===== src/rtl/sixbit_mul_seq_pkg.sv =====
// Calculator-wide constants shared by the sequential multiplier and the divider.
// Holds the datapath width, the signed result range and the multiplier FSM encoding.
package sixbit_mul_seq_pkg;

  localparam int unsigned CALC_W   = 6;
  localparam int          CALC_MIN = -32;
  localparam int          CALC_MAX = 31;

  typedef enum logic [1:0] {
    StIdle = 2'd0,
    StRun  = 2'd1,
    StFin  = 2'd2
  } mul_state_e;

endpackage


===== src/rtl/twos_abs.sv =====
// Conditional two's-complement negate: passes val through, or returns -val when neg is set.
module twos_abs #(
  parameter int unsigned W = 6
) (
  input  logic [W-1:0] val,
  input  logic         neg,
  output logic [W-1:0] res
);

  assign res = neg ? (~val + W'(1)) : val;

endmodule


===== src/rtl/sixbit_mul_seq.sv =====
// Sequential signed multiplier: sign/magnitude shift-and-add over WIDTH cycles,
// returning the truncated product and an out-of-range flag through start/busy/done.
module sixbit_mul_seq
  import sixbit_mul_seq_pkg::*;
#(
  parameter int unsigned WIDTH = CALC_W
) (
  input  logic             clk,
  input  logic             rst_n,
  input  logic             start,
  input  logic [WIDTH-1:0] multiplicand,
  input  logic [WIDTH-1:0] multiplier,
  output logic [WIDTH-1:0] product,
  output logic             err,
  output logic             busy,
  output logic             done
);

  localparam int unsigned AccW = 2 * WIDTH;
  localparam int unsigned CntW = $clog2(WIDTH);
  localparam logic signed [AccW-1:0] ResMin = AccW'(CALC_MIN);
  localparam logic signed [AccW-1:0] ResMax = AccW'(CALC_MAX);

  mul_state_e       state_q;
  logic [CntW-1:0]  cnt_q;
  logic [AccW-1:0]  acc_q;
  logic             sign_q;
  logic [WIDTH-1:0] mag_a_q;
  logic [WIDTH-1:0] mag_b_q;

  logic [WIDTH-1:0] mag_a;
  logic [WIDTH-1:0] mag_b;
  logic [AccW-1:0]  res;
  logic [AccW-1:0]  addend;
  logic             res_ovf;

  // Magnitudes are unsigned, so |-32| stays representable as 6'b100000.
  twos_abs #(.W(WIDTH)) u_abs_a (
    .val (multiplicand),
    .neg (multiplicand[WIDTH-1]),
    .res (mag_a)
  );

  twos_abs #(.W(WIDTH)) u_abs_b (
    .val (multiplier),
    .neg (multiplier[WIDTH-1]),
    .res (mag_b)
  );

  twos_abs #(.W(AccW)) u_sign_res (
    .val (acc_q),
    .neg (sign_q),
    .res (res)
  );

  assign addend = {{WIDTH{1'b0}}, mag_a_q} << cnt_q;

  // The accumulator never exceeds 32*32, so the signed range check on res matches
  // acc > 32 for negative results and acc > 31 for non-negative ones.
  assign res_ovf = ($signed(res) < ResMin) || ($signed(res) > ResMax);

  always_ff @(posedge clk or negedge rst_n) begin
    if (!rst_n) begin
      state_q <= StIdle;
      cnt_q   <= '0;
      acc_q   <= '0;
      sign_q  <= 1'b0;
      mag_a_q <= '0;
      mag_b_q <= '0;
      product <= '0;
      err     <= 1'b0;
      busy    <= 1'b0;
      done    <= 1'b0;
    end else begin
      done <= 1'b0;
      unique case (state_q)
        StIdle: begin
          if (start) begin
            sign_q  <= multiplicand[WIDTH-1] ^ multiplier[WIDTH-1];
            mag_a_q <= mag_a;
            mag_b_q <= mag_b;
            acc_q   <= '0;
            cnt_q   <= '0;
            busy    <= 1'b1;
            state_q <= StRun;
          end
        end
        StRun: begin
          if (mag_b_q[cnt_q]) begin
            acc_q <= acc_q + addend;
          end
          cnt_q <= cnt_q + CntW'(1);
          if (cnt_q == CntW'(WIDTH - 1)) begin
            state_q <= StFin;
          end
        end
        StFin: begin
          product <= res[WIDTH-1:0];
          err     <= res_ovf;
          done    <= 1'b1;
          busy    <= 1'b0;
          state_q <= StIdle;
        end
        default: begin
          state_q <= StIdle;
        end
      endcase
    end
  end

endmodule

===== config.mk =====
export PLATFORM = sky130hd
export DESIGN_NAME = sixbit_mul_seq
export DESIGN_NICKNAME = d
export VERILOG_FILES = /design/src/rtl/sixbit_mul_seq_pkg.sv /design/src/rtl/twos_abs.sv /design/src/rtl/sixbit_mul_seq.sv
export SDC_FILE = /design/constraint.sdc
export NUM_CORES = 1
export LEC_CHECK = 0
export ABC_AREA = 1
export CAP_MARGIN = 20
export CORE_MARGIN = 2
export CORE_UTILIZATION = 53
export DETAILED_ROUTE_END_ITERATION = 8
export PLACE_DENSITY = 0.85
export RECOVER_POWER = 50
export SLEW_MARGIN = 20
export SYNTH_ARGS = -nofsm -noshare
export SYNTH_HDL_FRONTEND = slang
export SYNTH_SLANG_ARGS = --single-unit
export TNS_END_PERCENT = 20

===== constraint.sdc =====
create_clock -name clk -period 2.2 [get_ports clk]
set_clock_uncertainty 0.1 [all_clocks]
set_input_delay 0.22 -clock clk [delete_from_list [all_inputs] [get_ports clk]]
set_output_delay 0.22 -clock clk [all_outputs]
set_load 0.05 [all_outputs]

==> run notes, run 1 <==
Layout
- **max FFs per register** 12
- **share of cell area taken by flip-flops and latches** 0.278
- **Final Net Count** 482
- **area growth from synthesis to final layout** 25.9%
- **clkbuf count** 6
- **clock-cell share of area** 0.0242
- **multi-input combinational cell count** 292
- **tally of filler cells in the layout** 433
- **final antenna diode count** 0
- **register with the most flip-flops** acc_q
- **flip-flop and latch count** 39
- **total non-filler cell area in the finished layout** 3520 µm²
- **area used by sequential logic in the layout** 977 µm²
- **share of cells above drive strength 1** 0.188

Logic synthesis
- **Post-Synth XOR/XNOR Area** 0.0408
- **cell with the most instances after synthesis** sky130_fd_sc_hd__nand2_1
- **area fraction in compound gates** 0.162
- **combined area of all synthesized cells** 2790 µm²
- **area share, top type** 0.349
- **number of nets in the synthesized netlist** 422
- **cell count in the Yosys report** 390
- **Yosys Chip Area** 2790 µm²
- **distinct cell type count after synthesis** 30
- **Area contributors post-synth** sky130_fd_sc_hd__dfrtp_1, sky130_fd_sc_hd__nand2_1, sky130_fd_sc_hd__ha_1
- **mux share of post-synthesis cell area** 0.0107
- **simple-gate share of the synthesized area** 0.273
- **cell type contributing the most total cell area after synthesis** sky130_fd_sc_hd__dfrtp_1
- **most common flop cell mapped by yosys** sky130_fd_sc_hd__dfrtp_1
- **most common library cells after synthesis** sky130_fd_sc_hd__nand2_1, sky130_fd_sc_hd__inv_1, sky130_fd_sc_hd__dfrtp_1
- **Post-synth seq share** 0.349

Setup path
- **data arrival time of the critical path** 2.48 ns
- **biggest fanout along the worst timing path** 6
- **max incr delay on CP** 0.45 ns
- **cell family with most CP delay** simple AND/OR/NAND/NOR gates
- **start-to-end type of the worst setup path** flip-flop to flip-flop

Die
- **die outline height** 76.6 µm
- **Initial Util** 0.547
- **cell row count** 26
- **well-tap cell count** 70

STA
- **final number of setup-violating endpoints** 8
- **post-route worst hold slack** 0.378 ns
- **fin crit period** 2.39 ns
- **post-route setup TNS** -1.19 ns
- **unrepaired setup endpoints after global routing** true
- **worst setup margin** -0.193 ns

Clock network
- **buffer levels on the longest clock path** 2
- **TritonCTS buffer count** 5
- **CTS tree** yes
- **post-CTS resize count** 9
- **Clock Root Buffer** sky130_fd_sc_hd__clkbuf_8
- **H-tree depth** 2

Placement
- **routability congestion estimate from global placement** 0.963
- **Setup Slack @ Placement** -0.290 ns
- **placed cell areas** 3300 µm²

Power and ir drop
- **Int Power** 3140 µW
- **power dissipated in combinational cells** 4430 µW
- **sequential logic power** 1360 µW
- **clock share of power** 0.076
- **Pleak** 0.00174 µW
- **part of the total power dissipated in sequential elements** 0.217
- **combinational fraction of design power** 0.707

Drt
- **DRC violations left** 0
- **Met2 Routed Length** 3.52 mm
- **Iter 0 DRT Violations** 145
- **Routed Wire Length** 6.80 mm
- **detailed-route vias per instance** 5.35

Status
- **status** complete, but fails checks
- **violations in the final reports** negative setup slack

GRT
- **fraction of met1 tracks used by global routing** 0.286
- **vias in the first global route** 2629
- **pin count of the biggest net entering global routing** 40
- **first-pass GRT wire length** 11.5 mm
- **initial antenna violation count** 0

Job
- **Maximum Capacitance Violations** 0
- **tool warnings** 30

## run 1: layout by cell type, fill, tap and decap left out, types with 10 or more instances in the layout
cell                              Yosys  final
sky130_fd_sc_hd__inv_1               45     45
sky130_fd_sc_hd__clkdlybuf4s50_1      0     22
sky130_fd_sc_hd__nor2_1              34     32
sky130_fd_sc_hd__ha_1                16     15
sky130_fd_sc_hd__o21ai_2              7     12
sky130_fd_sc_hd__o21ai_0             34     26
sky130_fd_sc_hd__o21ai_1              7     10
sky130_fd_sc_hd__nand2_1            103     99
sky130_fd_sc_hd__dfrtp_1             39     38
sky130_fd_sc_hd__buf_4                0     36
sky130_fd_sc_hd__nand3_1             30     29
## run 1: path summary, 6_finish.rpt
check	startpoint	depth (start not counted)	end	slack, ns
setup / recovery	cnt_q[0]	14	acc_q[8]	-0.19
hold / removal	busy	2	busy	0.38
setup reg to reg	cnt_q[0]	14	acc_q[8]	-0.19
hold reg to reg	busy	2	busy	0.38
max in group asynchronous	rst_n	3	cnt_q[0]	0.76
min in group asynchronous	rst_n	3	acc_q[6]	0.58
## run 1: worst min-delay path: stages, from the launching register on
cell                      delay (ns)
sky130_fd_sc_hd__dfrtp_1        0.35
sky130_fd_sc_hd__nand2_1        0.05
sky130_fd_sc_hd__nand2_1        0.05
## run 1: per-stage QoR
| step | cells | power, µW | utilization |
|---|---|---|---|
| 6_report | 521 | 6260 | 0.689 |
| 2_1_floorplan | 390 | 3960 | - |
| 3_3_place_gp | 507 | 5140 | 0.646 |
| 4_1_cts | 516 | 5830 | 0.667 |
| 3_5_place_dp | 507 | 5290 | 0.646 |
| 5_1_grt | 521 | 6800 | 0.689 |
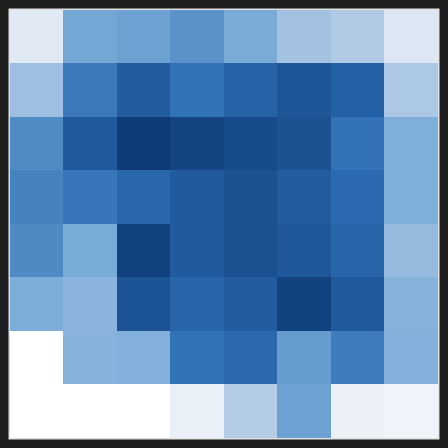
Figure 1: run 1, local utilization.
The die is cut into 8 by 8 equal tiles; white is low, dark blue is high, 0 to 100% covered.
tiles over 75% full: 39%
densest ninth of the die: middle
emptiest ninth of the die: bottom left
fullest tile: 96%
nearly empty tiles: 6.2%

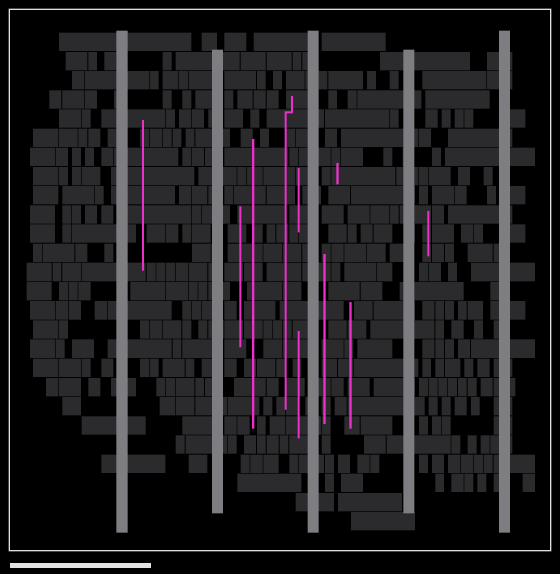
Figure 2: run 1, the metal 4 layer.
The bar under the picture is 20 µm long. Supply wires on this layer in gray. Cells faint in the background.
nets with wire on the layer: 10
wire length on this layer: 201 µm
share of all routed wire: 2.9%

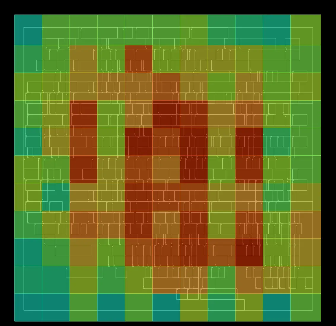
Figure 3: run 1, track usage over the die.
met3 track demand over resource in global routing: 0.0521
overall track demand over capacity in global routing: 0.240
routing layer with the top usage in global route: met2
routing usage on met2: 0.424
average wire per cell in the routed design: 13.1 µm

## Run 2: what changed since run 1
--- a/config.mk
+++ b/config.mk
@@ -6,13 +6,13 @@
 export NUM_CORES = 1
 export LEC_CHECK = 0
 export ABC_AREA = 1
+export ABC_CLOCK_PERIOD_IN_PS = 2200
 export CAP_MARGIN = 20
 export CORE_MARGIN = 2
 export CORE_UTILIZATION = 53
 export DETAILED_ROUTE_END_ITERATION = 8
 export PLACE_DENSITY = 0.85
 export RECOVER_POWER = 50
-export SLEW_MARGIN = 20
 export SYNTH_ARGS = -nofsm -noshare
 export SYNTH_HDL_FRONTEND = slang
 export SYNTH_SLANG_ARGS = --single-unit
==> run notes, run 2 <==
Status
- **status** complete, but fails checks
- **violations in the final reports** negative setup slack

Drt
- **Iter 0 DRT Violations** 145
- **DR vias** 2785
- **DRC violations left** 0
- **detailed-route vias per instance** 5.35
- **first-pass iteration count of the detailed router** 4
- **average wire per cell in the routed design** 13.1 µm
- **Routed Wire Length** 6.80 mm
- **Met2 Routed Length** 3.52 mm

Setup path
- **cell family with most CP delay** simple AND/OR/NAND/NOR gates
- **cell count of the worst reg-to-reg path** 14
- **data arrival time of the critical path** 2.48 ns
- **reg2reg end** acc_q[8]
- **startpoint of the most critical register-to-register path** cnt_q[0]
- **timing startpoint of the critical path** cnt_q[0]
- **Critical Path Stages** 14
- **start-to-end type of the worst setup path** flip-flop to flip-flop
- **max incr delay on CP** 0.45 ns
- **biggest fanout along the worst timing path** 6
- **required arrival time at the worst endpoint** 2.28 ns
- **capturing instance or port of the critical path** acc_q[8]
- **R2R setup slack** -0.19 ns

GRT
- **routing layer with the top usage in global route** met2
- **met3 track demand over resource in global routing** 0.0521
- **pin count of the biggest net entering global routing** 40
- **initial antenna violation count** 0
- **first-pass GRT wire length** 11.5 mm
- **overall track demand over capacity in global routing** 0.240
- **Overflow after GRT** 0
- **routing usage on met2** 0.424
- **vias in the first global route** 2629
- **fraction of met1 tracks used by global routing** 0.286

Logic synthesis
- **cell count in the Yosys report** 390
- **cell type contributing the most total cell area after synthesis** sky130_fd_sc_hd__dfrtp_1
- **average cell area after synthesis** 7.16 µm²
- **cell with the most instances after synthesis** sky130_fd_sc_hd__nand2_1
- **distinct cell type count after synthesis** 30
- **Yosys Chip Area** 2790 µm²
- **Post-synth seq share** 0.349
- **number of instances in the synthesized netlist** 390
- **combined area of all synthesized cells** 2790 µm²
- **most common flop cell mapped by yosys** sky130_fd_sc_hd__dfrtp_1
- **area share, top type** 0.349
- **most common library cells after synthesis** sky130_fd_sc_hd__nand2_1, sky130_fd_sc_hd__inv_1, sky130_fd_sc_hd__dfrtp_1
- **Post-synth EDFFs** 0
- **number of nets in the synthesized netlist** 422
- **Area contributors post-synth** sky130_fd_sc_hd__dfrtp_1, sky130_fd_sc_hd__nand2_1, sky130_fd_sc_hd__ha_1

Job
- **tool warnings** 30
- **Maximum Capacitance Violations** 0

Power and ir drop
- **combinational fraction of design power** 0.707
- **Sw Ratio** 0.498
- **Pleak** 0.00174 µW
- **clock share of power** 0.076
- **part of the total power dissipated in sequential elements** 0.217
- **Int Power** 3140 µW
- **sequential logic power** 1360 µW
- **power dissipated in combinational cells** 4430 µW

Clock network
- **insertion delay to the later sink of the worst-skew pair** 0.30 ns
- **Clock Root Buffer** sky130_fd_sc_hd__clkbuf_8
- **buffer levels on the longest clock path** 2
- **CTS tree** yes
- **TritonCTS buffer count** 5
- **H-tree depth** 2

Layout
- **multi-input gate area in the final layout** 1660 µm²
- **final antenna diode count** 0
- **highest-count logic cell in the final layout** sky130_fd_sc_hd__nand2_1
- **Final Net Count** 482
- **area used by sequential logic in the layout** 977 µm²
- **tally of filler cells in the layout** 433
- **max FFs per register** 12
- **top logic cells by instance count in the layout** sky130_fd_sc_hd__nand2_1, sky130_fd_sc_hd__inv_1, sky130_fd_sc_hd__dfrtp_1
- **share of cells above drive strength 1** 0.188
- **register with the most flip-flops** acc_q
- **area growth from synthesis to final layout** 25.9%

STA
- **post-route setup TNS** -1.19 ns
- **worst setup margin** -0.193 ns
- **post-route worst hold slack** 0.378 ns
- **fin crit period** 2.39 ns
- **unrepaired setup endpoints after global routing** true
- **final number of setup-violating endpoints** 8

Die
- **die outline height** 76.6 µm
- **Initial Util** 0.547
- **cell row count** 26

Placement
- **routability congestion estimate from global placement** 0.963

run 2: cell counts after synthesis:
Identical to the previous run, type by type.
run 2: worst min path at each step:
| stage | from | end | slack (ns) | cells past startpoint |
|---|---|---|---|---|
| floorplan | rst_n | acc_q[0] | -0.18 | 0 |
| global placement | rst_n | acc_q[6] | 0.20 | 2 |
| detailed placement | rst_n | acc_q[6] | 0.21 | 2 |
| CTS | busy | busy | 0.38 | 2 |
| global route | product[4] | product[4] | 0.40 | 2 |
| finish | busy | busy | 0.38 | 2 |
run 2: cells by family (layout without fill, tap and decap cells):
group | Yosys count | count (layout) | synth area share
xor+xnor | 13 | 13 | 0.0408
compound gates | 75 | 75 | 0.162
fa+ha+maj | 17 | 17 | 0.0788
simple gates | 184 | 184 | 0.273
buf+inv | 59 | 120 | 0.0860
mux | 3 | 3 | 0.0107
flops | 39 | 39 | 0.349
run 2: repair_timing:
item / CTS / global route
endpoints found under the hold margin: 39 / 0
hold buffers: 1 / 0
gates resized: 9 / 26
pin swaps: 0 / 12
setup endpoints to repair: 8 / 10
setup buffers: 0 / 5
run 2: area by class of cell:
type | count | share of cell area
Tap cell | 70 | 0.0249
Inverter | 51 | 0.0558
Multi-Input combinational cell | 292 | 0.472
Clock inverter | 2 | 0.00356
Sequential cell | 39 | 0.278
Clock buffer | 6 | 0.0206
Timing Repair Buffer | 61 | 0.145
run 2: stage by stage:
step           total power, µW  setup slack [ns]  utilization  cells  instance area (µm²)
2_1_floorplan             3960           -0.0801            -    390                 2790
3_3_place_gp              5140            -0.187        0.646    507                 3300
3_5_place_dp              5290            -0.290        0.646    507                 3300
4_1_cts                   5830            -0.155        0.667    516                 3410
5_1_grt                   6800            -0.323        0.689    521                 3520
6_report                  6260            -0.193        0.689    521                 3520
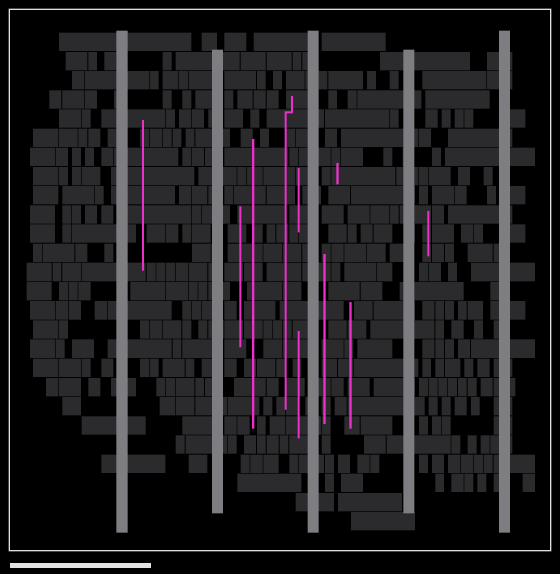
Figure 4: run 2, the metal 4 layer.
The bar under the picture is 20 µm long. Supply wires on this layer in gray. Cells faint in the background.
main direction: vertical
share of all routed wire: 2.9%
wire length on this layer: 201 µm

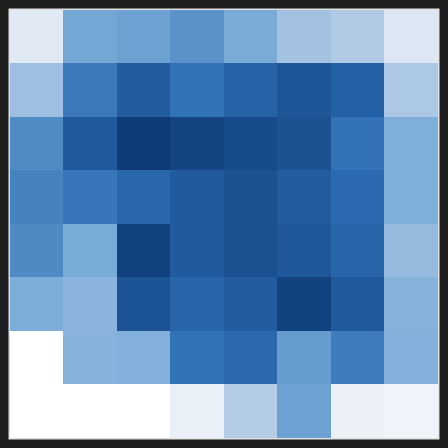
Figure 5: run 2, local utilization.
The die is cut into 8 by 8 equal tiles; white is low, dark blue is high, 0 to 100% covered.
densest ninth of the die: middle
fullest tile: 96%
mean over tiles: 59%

## Run 3: what changed since run 2
--- a/config.mk
+++ b/config.mk
@@ -10,6 +10,7 @@
 export CAP_MARGIN = 20
 export CORE_MARGIN = 2
 export CORE_UTILIZATION = 53
+export CTS_CLUSTER_DIAMETER = 120
 export DETAILED_ROUTE_END_ITERATION = 8
 export PLACE_DENSITY = 0.85
 export RECOVER_POWER = 50
==> run notes, run 3 <==
Drt
- **DR vias** 2785
- **detailed-route vias per instance** 5.35
- **first-pass iteration count of the detailed router** 4
- **DRC violations left** 0
- **average wire per cell in the routed design** 13.1 µm
- **Routed Antenna Nets** 0
- **Iter 0 DRT Violations** 145
- **Routed Wire Length** 6.80 mm

Layout
- **top logic cells by instance count in the layout** sky130_fd_sc_hd__nand2_1, sky130_fd_sc_hd__inv_1, sky130_fd_sc_hd__dfrtp_1
- **area used by sequential logic in the layout** 977 µm²
- **register with the most flip-flops** acc_q
- **final antenna diode count** 0
- **tally of filler cells in the layout** 433
- **max FFs per register** 12
- **area growth from synthesis to final layout** 25.9%
- **Final Net Count** 482
- **share of cells above drive strength 1** 0.188
- **total non-filler cell area in the finished layout** 3520 µm²
- **highest-count logic cell in the final layout** sky130_fd_sc_hd__nand2_1
- **multi-input gate area in the final layout** 1660 µm²

Logic synthesis
- **cell with the most instances after synthesis** sky130_fd_sc_hd__nand2_1
- **area fraction in compound gates** 0.162
- **cell type contributing the most total cell area after synthesis** sky130_fd_sc_hd__dfrtp_1
- **Yosys Chip Area** 2790 µm²
- **post-synthesis adder-cell area fraction** 0.0788
- **number of instances in the synthesized netlist** 390
- **number of nets in the synthesized netlist** 422
- **Post-Synth XOR/XNOR Area** 0.0408
- **Post-synth EDFFs** 0
- **Area contributors post-synth** sky130_fd_sc_hd__dfrtp_1, sky130_fd_sc_hd__nand2_1, sky130_fd_sc_hd__ha_1
- **dominant kind of combinational cell** simple AND/OR/NAND/NOR gates
- **Post-synth seq share** 0.349
- **average cell area after synthesis** 7.16 µm²
- **mux share of post-synthesis cell area** 0.0107
- **area share, top type** 0.349
- **cell count in the Yosys report** 390
- **simple-gate share of the synthesized area** 0.273
- **most common library cells after synthesis** sky130_fd_sc_hd__nand2_1, sky130_fd_sc_hd__inv_1, sky130_fd_sc_hd__dfrtp_1
- **combined area of all synthesized cells** 2790 µm²
- **most common flop cell mapped by yosys** sky130_fd_sc_hd__dfrtp_1
- **distinct cell type count after synthesis** 30

Placement
- **placed cell areas** 3300 µm²
- **routability congestion estimate from global placement** 0.963
- **half-perimeter wire length of the detailed placement result** 5.09 mm
- **Port-buffer cells** 23
- **Setup Slack @ Placement** -0.290 ns

Clock network
- **H-tree depth** 2
- **CTS tree** yes
- **buffer levels on the longest clock path** 2
- **TritonCTS buffer count** 5
- **Clock Root Buffer** sky130_fd_sc_hd__clkbuf_8
- **clock slew seen by the registers of the worst setup and hold paths** 0.07 ns
- **insertion delay to the later sink of the worst-skew pair** 0.30 ns

GRT
- **first-pass GRT wire length** 11.5 mm
- **Overflow after GRT** 0
- **initial antenna violation count** 0
- **pin count of the biggest net entering global routing** 40
- **overall track demand over capacity in global routing** 0.240
- **vias in the first global route** 2629

Setup path
- **ordered cell list for the critical path** buf_4 > nand2_1 > o21ai_1 > buf_4 > nand3_1 > o21ai_2 > ha_4 > nand4_1 > o21ai_2 > nand2_1 > nand2_1 > nand2_1 > nand3_1 > o21ai_2
- **start-to-end type of the worst setup path** flip-flop to flip-flop
- **max incr delay on CP** 0.45 ns
- **biggest fanout along the worst timing path** 6
- **Most Frequent Cell on Critical Path** sky130_fd_sc_hd__nand2_1
- **cell family with most CP delay** simple AND/OR/NAND/NOR gates
- **startpoint of the most critical register-to-register path** cnt_q[0]
- **timing startpoint of the critical path** cnt_q[0]
- **required arrival time at the worst endpoint** 2.28 ns
- **data arrival time of the critical path** 2.48 ns

Worst hold path
- **hold path start** busy

STA
- **final number of setup-violating endpoints** 8
- **unrepaired setup endpoints after global routing** true
- **fin crit period** 2.39 ns
- **post-layout period usage of the worst path** 1.09
- **Max-Slew Margin vs Limit** 0.361
- **worst setup margin** -0.193 ns

Status
- **status** complete, but fails checks
- **violations in the final reports** negative setup slack

Die
- **cell row count** 26
- **die outline height** 76.6 µm

Job
- **Maximum Capacitance Violations** 0
- **tool warnings** 30

Power and ir drop
- **total power density per cell area** 1780 nW/µm²
- **Pleak** 0.00174 µW
- **total chip power** 6260 µW

[run 3: cell type report]
type,instances,area share
clock inverter,2,0.00356
timing repair buffer,61,0.145
tap,70,0.0249
multi-input combinational,292,0.472
clock buffer,6,0.0206
sequential,39,0.278
inverter,51,0.0558
[run 3: per-layer routing]
metal  track usage  vias to the layer above  wire [µm]
met5             0                        -          0
met4        0.0909                        0        200
met3        0.0521                       23        315
met2         0.424                       92       3520
met1         0.286                     1268       2770
li1              -                     1402          -
[run 3: final timing paths]
check                           end  slack (ns)  cells after the start
setup / recovery           acc_q[8]       -0.19                     14
min in group asynchronous  acc_q[6]        0.58                      3
hold / removal                 busy        0.38                      2
hold reg to reg                busy        0.38                      2
max in group asynchronous  cnt_q[0]        0.76                      3
setup reg to reg           acc_q[8]       -0.19                     14
[run 3: report_power, final]
group          internal (µW)  switching, µW  total, µW  leakage (µW)
Combinational           1890           2540       4430       0.00122
Clock                    221            254        476     0.0000412
Sequential              1030            325       1360      0.000482
[run 3: through the flow]
| step | setup TNS (ns) | hold slack, ns | std cells | util |
|---|---|---|---|---|
| 2_1_floorplan | -0.241 | -0.176 | 390 | - |
| 3_3_place_gp | -1.08 | 0.201 | 507 | 0.646 |
| 3_5_place_dp | -1.61 | 0.211 | 507 | 0.646 |
| 4_1_cts | -0.754 | 0.382 | 516 | 0.667 |
| 5_1_grt | -2.25 | 0.405 | 521 | 0.689 |
| 6_report | -1.19 | 0.378 | 521 | 0.689 |
[run 3: worst min-delay path, delay by kind of cell, from the launching register on]
kind             cells  cell delay (ns)
AND/OR/NAND/NOR      2             0.10
flip-flops           1             0.35
[run 3: repair_timing]
item / in CTS / in global routing
hold endpoints to repair: 39 / 0
setup buffers: 0 / 5
resized: 9 / 26
setup endpoints to repair: 8 / 10
hold buffers: 1 / 0
pin swaps: 0 / 12
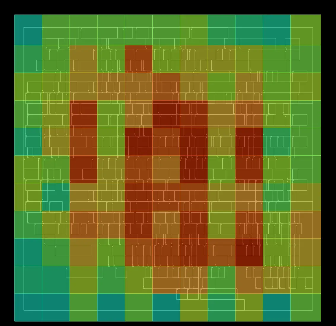
Figure 6: run 3, track usage over the die.
core utilization of the finished layout: 0.689
fraction of met1 tracks used by global routing: 0.286

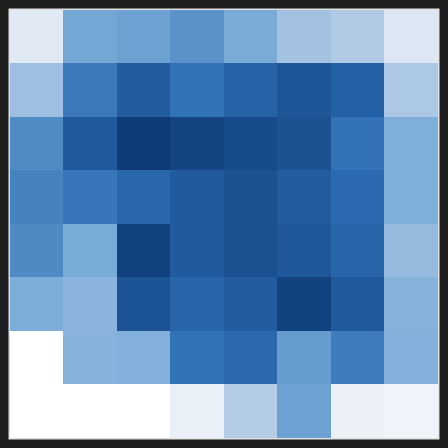
Figure 7: run 3, local utilization.
The die is cut into 8 by 8 equal tiles; white is low, dark blue is high, 0 to 100% covered.
densest ninth of the die: middle
mean over tiles: 59%
emptiest ninth of the die: bottom left
tiles over 75% full: 39%
fullest tile: 96%
Initial Util: 0.547
Core Region: 5110 µm²

No activity file was given, so power comes from the tool's default toggle rates.
